$ cat src/rtl/alarm_pkg.sv
// Shared types and BCD helpers for the alarm controller.
// Latency: none (types, constants and a pure function only).
// Backpressure: not applicable.
package alarm_pkg;

  typedef logic [3:0] bcd_t;

  typedef enum logic [1:0] {
    IDLE,
    ARMED,
    RINGING,
    SNOOZE
  } alarm_state_t;

  // Two-digit BCD roll-over points for the alarm hour and minute fields.
  localparam logic [7:0] HOUR_LIMIT = 8'h23;
  localparam logic [7:0] MIN_LIMIT  = 8'h59;

  // Increment a two-digit BCD value, wrapping to 00 after the limit.
  function automatic logic [7:0] bcd_inc(input logic [7:0] v, input logic [7:0] limit);
    if (v == limit) begin
      return 8'h00;
    end
    if (v[3:0] == 4'd9) begin
      return {v[7:4] + 4'd1, 4'd0};
    end
    return {v[7:4], v[3:0] + 4'd1};
  endfunction

endpackage

$ cat src/rtl/alarm_controller_tone_gen.sv
// Buzzer square-wave generator: toggles every TONE_DIV cycles while enabled.
// Latency: first rising edge of tone TONE_DIV cycles after enable rises.
// Backpressure: none; enable=0 clears the divider and holds tone low.
module tone_gen #(
  parameter int TONE_DIV = 4
) (
  input  logic clk_in,
  input  logic reset,
  input  logic enable,
  output logic tone
);

  localparam int CW = (TONE_DIV > 1) ? $clog2(TONE_DIV) : 1;

  logic [CW-1:0] div_cnt;

  // Divide the clock down to a half-period of TONE_DIV cycles; restart from 0 when disabled.
  always_ff @(posedge clk_in or posedge reset) begin
    if (reset) begin
      div_cnt <= '0;
      tone    <= 1'b0;
    end else if (!enable) begin
      div_cnt <= '0;
      tone    <= 1'b0;
    end else if (div_cnt == CW'(TONE_DIV - 1)) begin
      div_cnt <= '0;
      tone    <= ~tone;
    end else begin
      div_cnt <= div_cnt + 1'b1;
    end
  end

endmodule

$ cat src/rtl/alarm_controller.sv
// Alarm controller: stores the BCD alarm time, detects a match against the running time and sequences ring/snooze/stop.
// Latency: ringing/armed are registered, one clk_in edge after the causing event; buzzer drops in the same cycle ringing does.
// Backpressure: none; ALARM_SNOOZE_EN enables the SNOOZE state, otherwise the snooze input is ignored.
module alarm_controller
  import alarm_pkg::*;
#(
  parameter int TONE_DIV       = 4,
  parameter int RING_SECONDS   = 60,
  parameter int SNOOZE_SECONDS = 300,
  parameter int RESET_HOUR     = 7
) (
  input  logic clk_in,
  input  logic reset,
  input  logic sec_tick,
  input  bcd_t hour_high,
  input  bcd_t hour_low,
  input  bcd_t min_high,
  input  bcd_t min_low,
  input  logic alarm_enable,
  input  logic set_hour,
  input  logic set_min,
  input  logic snooze,
  input  logic stop,
  output bcd_t alarm_hh,
  output bcd_t alarm_hl,
  output bcd_t alarm_mh,
  output bcd_t alarm_ml,
  output logic armed,
  output logic ringing,
  output logic buzzer
);

  localparam int RCW = (RING_SECONDS > 1) ? $clog2(RING_SECONDS) : 1;
  localparam logic [7:0] RESET_HOUR_BCD = {4'(RESET_HOUR / 10), 4'(RESET_HOUR % 10)};

  alarm_state_t   state;
  alarm_state_t   state_nxt;
  logic [7:0]     alarm_h;
  logic [7:0]     alarm_m;
  logic           match;
  logic           match_q;
  logic           match_evt;
  logic [RCW-1:0] ring_cnt;
  logic           ring_done;
  logic           tone;

`ifdef ALARM_SNOOZE_EN
  localparam int SCW = (SNOOZE_SECONDS > 1) ? $clog2(SNOOZE_SECONDS) : 1;
  logic [SCW-1:0] snz_cnt;
  logic           snz_done;
  assign snz_done = sec_tick && (snz_cnt == SCW'(SNOOZE_SECONDS - 1));
`else
  localparam int unused_snooze_seconds = SNOOZE_SECONDS;
  logic unused_snooze;
  assign unused_snooze = snooze;
`endif

  // A match only fires on its first cycle, so a whole minute of equality rings once.
  assign match     = ({hour_high, hour_low, min_high, min_low} == {alarm_h, alarm_m});
  assign match_evt = match & ~match_q;
  assign ring_done = sec_tick && (ring_cnt == RCW'(RING_SECONDS - 1));

  // Next-state selection: disable beats stop, stop beats snooze, snooze beats timers and match.
  always_comb begin
    state_nxt = state;
    if (!alarm_enable) begin
      state_nxt = IDLE;
    end else begin
      case (state)
        IDLE:    state_nxt = ARMED;
        ARMED:   if (match_evt) state_nxt = RINGING;
        RINGING: begin
          if (stop) state_nxt = ARMED;
`ifdef ALARM_SNOOZE_EN
          else if (snooze) state_nxt = SNOOZE;
`endif
          else if (ring_done) state_nxt = ARMED;
        end
`ifdef ALARM_SNOOZE_EN
        SNOOZE: begin
          if (stop) state_nxt = ARMED;
          else if (snz_done) state_nxt = RINGING;
        end
`endif
        default: state_nxt = IDLE;
      endcase
    end
  end

  // FSM state, registered status outputs, match history and ring/snooze second counters.
  always_ff @(posedge clk_in or posedge reset) begin
    if (reset) begin
      state    <= IDLE;
      armed    <= 1'b0;
      ringing  <= 1'b0;
      match_q  <= 1'b1;
      ring_cnt <= '0;
`ifdef ALARM_SNOOZE_EN
      snz_cnt  <= '0;
`endif
    end else begin
      state   <= state_nxt;
      armed   <= (state_nxt != IDLE);
      ringing <= (state_nxt == RINGING);
      match_q <= match;
      if (state_nxt == RINGING && state != RINGING) begin
        ring_cnt <= '0;
      end else if (state == RINGING && sec_tick) begin
        ring_cnt <= ring_cnt + 1'b1;
      end
`ifdef ALARM_SNOOZE_EN
      if (state_nxt == SNOOZE && state != SNOOZE) begin
        snz_cnt <= '0;
      end else if (state == SNOOZE && sec_tick) begin
        snz_cnt <= snz_cnt + 1'b1;
      end
`endif
    end
  end

  // Alarm time editing; legal in every state and independent of the FSM.
  always_ff @(posedge clk_in or posedge reset) begin
    if (reset) begin
      alarm_h <= RESET_HOUR_BCD;
      alarm_m <= 8'h00;
    end else begin
      if (set_hour) alarm_h <= bcd_inc(alarm_h, HOUR_LIMIT);
      if (set_min)  alarm_m <= bcd_inc(alarm_m, MIN_LIMIT);
    end
  end

  tone_gen #(
    .TONE_DIV(TONE_DIV)
  ) u_tone_gen (
    .clk_in (clk_in),
    .reset  (reset),
    .enable (ringing),
    .tone   (tone)
  );

  // Gating with ringing kills the tone in the very cycle the state leaves RINGING.
  assign buzzer   = tone & ringing;
  assign alarm_hh = alarm_h[7:4];
  assign alarm_hl = alarm_h[3:0];
  assign alarm_mh = alarm_m[7:4];
  assign alarm_ml = alarm_m[3:0];

endmodule
$ cat config.mk
export PLATFORM = sky130hd
export DESIGN_NAME = alarm_controller
export DESIGN_NICKNAME = d
export VERILOG_FILES = /design/src/rtl/alarm_pkg.sv /design/src/rtl/alarm_controller_tone_gen.sv /design/src/rtl/alarm_controller.sv
export SDC_FILE = /design/constraint.sdc
export NUM_CORES = 1
export LEC_CHECK = 0
export CELL_PAD_IN_SITES_DETAIL_PLACEMENT = 1
export CELL_PAD_IN_SITES_GLOBAL_PLACEMENT = 1
export CORE_UTILIZATION = 40
export DETAILED_ROUTE_END_ITERATION = 16
export PLACE_DENSITY_LB_ADDON = 0.1
export SYNTH_ARGS = -nofsm -noshare
export SYNTH_HDL_FRONTEND = slang
export SYNTH_SLANG_ARGS = --single-unit
$ cat constraint.sdc
create_clock -name clk_in -period 2.4 [get_ports clk_in]
set_input_delay 0.48 -clock clk_in [delete_from_list [all_inputs] [get_ports clk_in]]
set_output_delay 0.48 -clock clk_in [all_outputs]
set_load 0.02 [all_outputs]
==> flow_summary.yaml, run 1 <==
# physical design summary
status:
  outcome: "complete, no violations"
grt:
  grt_use_total: 0.212
  grt_start_max_net_pins: 31
  grt_pass1_vias: 1446
  grt_overflow: 0
  grt_pass1_wl_mm: 6.77
  antenna_found_initial: 0
worst_setup_path:
  crit_path_start_kind: "register"
  critPathTopFamily: "buffers and inverters"
  timing.reg2reg.setup_slack_ps: 410
  worst-endpoint-arrival_ps: 1510
  timing.rr.start: "alarm_h[0]"
  worstPathRequired_ps: 1920
  crit_path_buf_inv_count: 1
  worst_r2r_endpoint: "alarm_h[5]"
  crit_type: "reg -> out"
  path_max_fanout: 6
  cpPeakStageDelay_ps: 630
  slowest_stage: "sky130_fd_sc_hd__clkdlybuf4s50_1"
  setup.worst_path.end: "alarm_hl[0]"
  cp.depth: 1
  startpoint: "alarm_h[0]"
  r2r.worst_path.cells: 5
  worstSetupEndpointType: "output pin"
  cp_cell_sequence: "clkdlybuf4s50_1"
logic_synthesis:
  synth.top_cell.area_share: 0.392
  ys_area_sq_mm: 0.00166
  synth_flop_count: 30
  edf_count: 0
  post_synth_main_area_contributors: "sky130_fd_sc_hd__dfrtp_1 (39%), sky130_fd_sc_hd__xnor2_1 (11%), sky130_fd_sc_hd__ha_1 (7.5%)"
  ys_async_sr_fraction: 1.00
  most_common_cell: "sky130_fd_sc_hd__dfrtp_1"
  synthesis.area_sq_mm: 0.00166
  synthCells: 161
  nets_at_floorplan: 195
  ys_seq_frac: 0.455
  yosys-stat-cells: 161
  synthDistinctLibCells: 35
  netlist_top_cells_count: "sky130_fd_sc_hd__dfrtp_1 (26), sky130_fd_sc_hd__xnor2_1 (20), sky130_fd_sc_hd__nand2_1 (11)"
  yosys_warnings: 0
  top_area_cell: "sky130_fd_sc_hd__dfrtp_1"
  synth-main-ff-cell: "sky130_fd_sc_hd__dfrtp_1"
  post_synth.cell_area_avg_sq_um: 10.3
placement:
  place_congestion: 0.801
  detailedPlacementHpwl_mm: 3.04
  buffer_ports.inserted: 41
pwr:
  total_chip_power_mw: 2.14
  leak_pwr_nw: 1.00
  total_power_divided_by_cell_area_mw_per_mm2: 955
  irDropWorstVdd_v: 0.000600
floorplan:
  floorplan.die.height_um: 66.5
  chip_area_sq_mm: 0.00442
  dieWidth_um: 66.5
  io-pin-count: 43
  initial_utilization: 0.415
  row_count: 23
  core-area_sq_mm: 0.00400
drt:
  drcViolationCount: 0
  total_detailed_routing_wirelength_mm: 4.06
  vias_per_cell: 5.20
  route.antenna.remaining_nets: 0
  vias: 1358
  first_iter_violations: 50
  drt_pre_antenna_iters: 4
clock_tree:
  clk_root_buffer_cell: "sky130_fd_sc_hd__clkbuf_8"
  cts_resized: 0
  cts_inserted_buffers: 5
  insertion_delay_of_the_later_clocked_pin_in_the_worst_skew_pair_ps: 290
  post_cts_hold_buffer_count: 0
  cts_tree: "done"
  cts-htree-levels: 2
  clock_net_sink_count: 30
  cts_setup_buffers: 0
  cts.clk_slew.worst_paths_ps: 60
  clockBufferDepth: 2
final_timing:
  clock-skew-final_ps: 7.40
  fin_crit_ps: 1990
  tightest_slew_ps: 601
  final-setup-viol-count: 0
  hold_viol: 0
  number_of_pins_exceeding_their_max_slew_limit_in_the_final_report: 0
  remaining_max_slew_budget_at_the_tightest_pin: 0.594
  fin_setup_tns_ps: 0
  final_min_period_over_clock_period: 0.830
  grt_setup_unrepaired: "no"
  clock.fmax_mhz: 502
layout:
  fill_cells: 441
  antenna_cells: 0
  combGateArea_sq_um: 865
  finalNetCount: 244
  area_grow_syn2layout_pct: 34.9
  drive_gt1_frac: 0.0948
  regArea_sq_um: 756
job:
  maxCapViolations: 0
  log.warning_count: 31
min_path:
  hold_crit_path_type: "reg -> reg"
## run 1: how the worst min path moves through the flow
stage | start | end | slack, ps | cells after the start
after floorplan | u_tone_gen.div_cnt[0] | u_tone_gen.div_cnt[0] | 410 | 1
after global placement | u_tone_gen.div_cnt[0] | u_tone_gen.div_cnt[0] | 420 | 1
after detailed placement | u_tone_gen.div_cnt[0] | u_tone_gen.div_cnt[0] | 440 | 1
after CTS | u_tone_gen.div_cnt[0] | u_tone_gen.div_cnt[0] | 450 | 1
after global routing | u_tone_gen.div_cnt[0] | u_tone_gen.div_cnt[0] | 470 | 1
final | u_tone_gen.div_cnt[0] | u_tone_gen.div_cnt[0] | 440 | 1
## run 1: final cells by class
| type | instances | area share |
|---|---|---|
| multi-input combinational | 120 | 0.386 |
| tap | 50 | 0.0279 |
| sequential | 30 | 0.337 |
| timing repair buffer | 44 | 0.193 |
| clock buffer | 7 | 0.0385 |
| clock inverter | 1 | 0.00223 |
| inverter | 9 | 0.0151 |
## run 1: through the flow
stage          cells   util  instance area [sq um]  worst slack [ps]  hold WS (ps)
6_report         261  0.560                   2240               408           441
5_1_grt          261  0.560                   2240               305           474
4_1_cts          261  0.560                   2240               383           448
3_5_place_dp     253  0.537                   2150               320           442
3_3_place_gp     253  0.537                   2150               416           424
2_1_floorplan    161      -                   1660               708           414
## run 1: kinds of logic after synthesis
group / synth area share
xor gates and xnor gates: 0.137
adders and majority gates: 0.0753
DFF: 0.455
and+or+nand+nor: 0.184
AOI/OAI and AO/OA: 0.117
buffers and inverters: 0.0248
muxes: 0.00602
## run 1: layer usage
layer | vias to the layer above | global-route usage | part of all wire
met1 | 661 | 0.237 | 0.42
met2 | 31 | 0.371 | 0.52
met4 | 0 | 0.0957 | 0.020
met5 | - | 0 | 0
li1 | 658 | - | -
met3 | 8 | 0.0599 | 0.038
## run 1: report_power, final
group          internal [mW]  leakage, nW  switching (mW)  total [mW]
combinational          0.448        0.568           0.423       0.871
sequential             0.637        0.386           0.209       0.847
clock                  0.231       0.0482           0.192       0.423
total                   1.32         1.00           0.824        2.14
## run 1: sequential cells by signal, indices dropped and copies added, names as in the netlist, 2 cells and up
signal / cells
alarm_h: 8
state: 2
u_tone_gen.div_cnt: 2
alarm_m: 8
ring_cnt: 6
## run 1: cell usage in the layout, fill, tap and decap left out, drive strengths merged, types with 3 or more instances in the layout
master / netlist / final
nor2b: 3 / 3
clkdlybuf4s50: 0 / 41
nand3b: 4 / 4
dfrtp: 26 / 26
o21ai: 10 / 10
a21o: 5 / 5
xor2: 6 / 6
inv: 9 / 9
buf: 1 / 3
a21oi: 8 / 8
xnor2: 20 / 20
nand2: 11 / 11
clkbuf: 1 / 7
ha: 10 / 10
a211oi: 4 / 4
nand3: 5 / 5
nand4: 6 / 6
nor2: 8 / 8
and2: 5 / 5
dfstp: 4 / 4
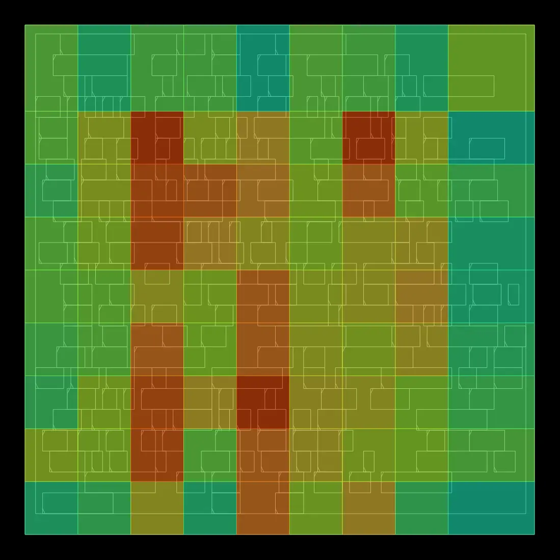
run_1/congestion_map.png
gr busiest metal: met2
met2 Usage GRT: 0.371
global-route met3 utilization: 0.0599
routed length per placed instance: 15.6 um

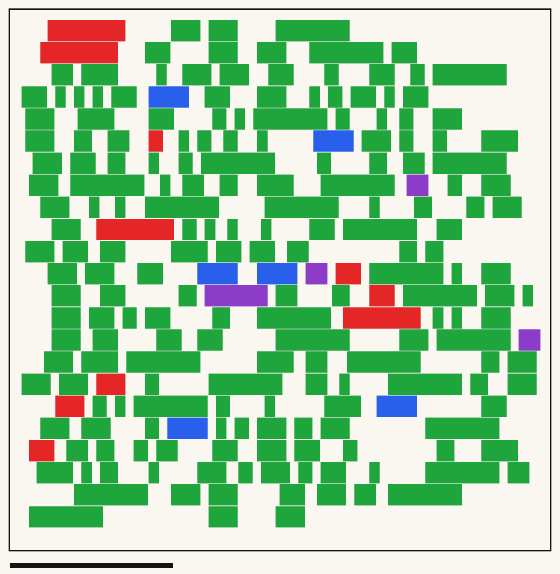
run_1/sizing.png
Scale bar: 20 um.
size	color	cells	share
x1 and smaller	green	191	91%
x3 and x4	purple	4	1.9%
x2	red	10	4.7%
x6 and larger	blue	6	2.8%

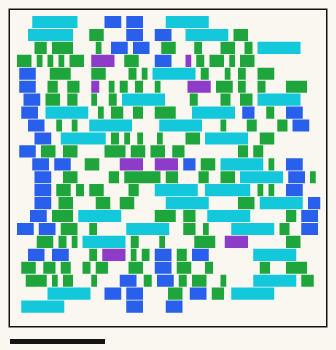
run_1/class_map.png
Scale bar: 20 um.
class	color	cells	share of their area
registers	cyan	30	35%
clock drivers and dummy loads	purple	8	4.2%
remaining buffers and delay cells	blue	44	20%
remaining logic cells	green	129	41%

==> run 2: changes to the inputs <==
- CORE_UTILIZATION: 40 -> 33
- clock period: 2.4 -> 1.75 ns (I/O delays scaled with it)
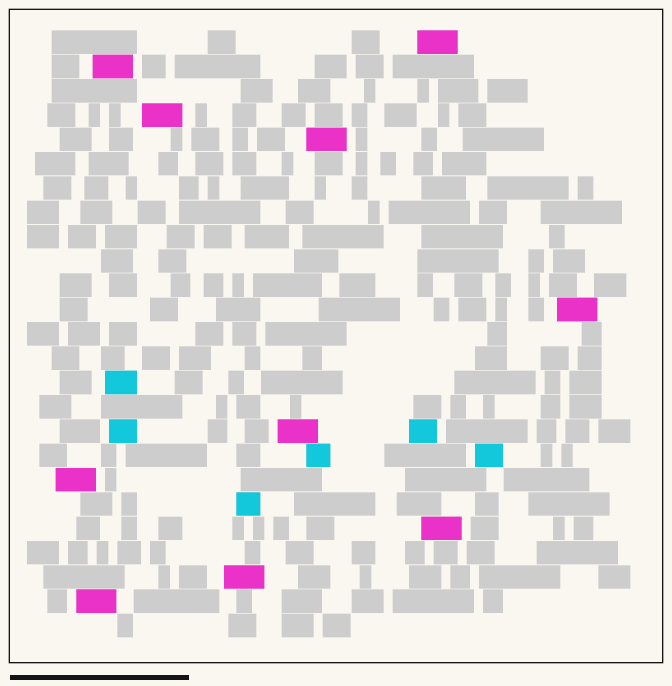
run_2/gates.png
Scale bar: 20 um.
family	color	cells
fa/ha/maj cells	magenta	10
non-inverting ao/oa cells	cyan	6

==> flow_summary.yaml, run 2 <==
# physical design summary
status:
  outcome: "complete, no violations"
worst_setup_path:
  crit_path_start_kind: "register"
  crit_path_buf_inv_count: 1
  cp.depth: 1
  timing.rr.start: "alarm_m[1]"
  critPathTopFamily: "buffers and inverters"
  cp_cell_sequence: "clkdlybuf4s50_1"
  worst-endpoint-arrival_ps: 1340
  crit_type: "reg -> out"
  startpoint: "alarm_h[4]"
  worstPathRequired_ps: 1400
  r2r.worst_path.cells: 6
  worst_r2r_endpoint: "alarm_m[7]"
  worstSetupEndpointType: "output pin"
  path_max_fanout: 5
  setup.worst_path.end: "alarm_hh[0]"
grt:
  grt_most_used_layer: "met2"
  grt_use_total: 0.175
  grt_overflow: 0
  grt_util_met2: 0.309
  grt_start_max_net_pins: 31
  gr-usage-met3: 0.0387
  groute.layer.met1.usage: 0.206
  grt_pass1_vias: 1535
logic_synthesis:
  ys_area_sq_mm: 0.00166
  synth-main-ff-cell: "sky130_fd_sc_hd__dfrtp_1"
  synth_flop_count: 30
  most_common_cell: "sky130_fd_sc_hd__dfrtp_1"
  yosys-stat-cells: 161
  post_synth_main_area_contributors: "sky130_fd_sc_hd__dfrtp_1 (39%), sky130_fd_sc_hd__xnor2_1 (11%), sky130_fd_sc_hd__ha_1 (7.5%)"
  post_synth.cell_area_avg_sq_um: 10.3
  synth.top_cell.area_share: 0.392
  yosys_warnings: 0
  ys_seq_frac: 0.455
  nets_at_floorplan: 195
  top_area_cell: "sky130_fd_sc_hd__dfrtp_1"
  edf_count: 0
  synthDistinctLibCells: 35
  synthCells: 161
  ys_async_sr_fraction: 1.00
min_path:
  hold_crit_path_type: "reg -> reg"
drt:
  first_iter_violations: 28
  total_detailed_routing_wirelength_mm: 4.05
  vias_per_cell: 4.78
  route.antenna.remaining_nets: 0
  drcViolationCount: 0
layout:
  finish.utilization: 0.489
  area_grow_syn2layout_pct: 40.9
  most_frequent_logic_cells_in_the_routed_design: "sky130_fd_sc_hd__dfrtp_1 (25), sky130_fd_sc_hd__clkdlybuf4s50_1 (25), sky130_fd_sc_hd__xnor2_1 (20)"
  biggestRegsByFlops: "alarm_h x8, alarm_m x8, ring_cnt x6"
  drive_gt1_frac: 0.146
  antenna_cells: 0
final_timing:
  clock.fmax_mhz: 590
  fin_crit_ps: 1690
  final_min_period_over_clock_period: 0.968
  fin_worst_hold_slack_ps: 444
  final-setup-viol-count: 0
  remaining_max_slew_budget_at_the_tightest_pin: 0.734
  tightest_slew_ps: 400
  grt_setup_unrepaired: "no"
  number_of_pins_exceeding_their_max_slew_limit_in_the_final_report: 0
placement:
  place_congestion: 0.796
  buffer_ports.inserted: 41
  detailedPlacementHpwl_mm: 3.14
clock_tree:
  insertion_delay_of_the_later_clocked_pin_in_the_worst_skew_pair_ps: 280
  cts_tree: "done"
  clk_root_buffer_cell: "sky130_fd_sc_hd__clkbuf_8"
  cts.clk_slew.worst_paths_ps: 60
  clockBufferDepth: 2
  cts_inserted_buffers: 5
  cts-htree-levels: 2
pwr:
  total_chip_power_mw: 2.92
  irDropWorstVdd_v: 0.000700
  leak_pwr_nw: 1.15
floorplan:
  initial_utilization: 0.347
  core-area_sq_mm: 0.00479
  floorplan.die.height_um: 73.0
  chip_area_sq_mm: 0.00532
  row_count: 25
  dieWidth_um: 73.0
job:
  log.warning_count: 31
  maxCapViolations: 0
==> run 2: cell counts after synthesis <==
No cell type changed its count.
==> run 2: layout make-up <==
type | count | area [sq um]
Fill cell | 558 | 2440
Multi-Input combinational cell | 120 | 880
Sequential cell | 30 | 757
Timing Repair Buffer | 52 | 495
Clock buffer | 7 | 86.3
Tap cell | 67 | 83.8
Inverter | 9 | 33.8
Clock inverter | 1 | 5.00
==> run 2: logic make-up after synthesis <==
group | after synthesis | synth area share
AOI/OAI and AO/OA | 31 | 0.117
xor gates and xnor gates | 26 | 0.137
adders and majority gates | 10 | 0.0753
buffers and inverters | 11 | 0.0248
DFF | 30 | 0.455
muxes | 1 | 0.00602
and+or+nand+nor | 52 | 0.184
==> run 2: worst min path at each step <==
stage | cells after the start | startpoint | end | slack [ps]
5_1_grt | 1 | u_tone_gen.div_cnt[0] | u_tone_gen.div_cnt[0] | 480
4_1_cts | 1 | u_tone_gen.div_cnt[0] | u_tone_gen.div_cnt[0] | 450
2_1_floorplan | 1 | set_hour | alarm_h[1] | 400
3_5_place_dp | 1 | u_tone_gen.div_cnt[0] | u_tone_gen.div_cnt[0] | 440
6_report | 1 | u_tone_gen.div_cnt[0] | u_tone_gen.div_cnt[0] | 440
3_3_place_gp | 1 | u_tone_gen.div_cnt[0] | u_tone_gen.div_cnt[0] | 420
==> run 2: what timing repair did <==
item,CTS,global route
resized,12,9
pin swaps,0,2
buffers inserted,0,1
hold buffers,0,0
endpoints found under the setup margin,12,15
==> run 2: where the power goes <==
group,internal (mW),switching (mW)
clock,0.317,0.254
sequential,0.874,0.247
combinational,0.604,0.627
==> run 2: layer usage <==
metal	up-vias	wire, um
met4	0	51
li1	668	-
met2	30	2040
met5	-	0
met1	663	1800
met3	5	160
==> run 2: stage by stage <==
step	area (sq um)	TNS, ps	std cells	setup WS (ps)
6_report	2340	0	286	55.5
2_1_floorplan	1660	0	161	58.2
5_1_grt	2340	0	286	15.2
4_1_cts	2300	0	285	6.57
3_5_place_dp	2220	-915	277	-143
3_3_place_gp	2220	-735	277	-108
Power figures rest on the tool's default switching activity, not on a simulated workload.
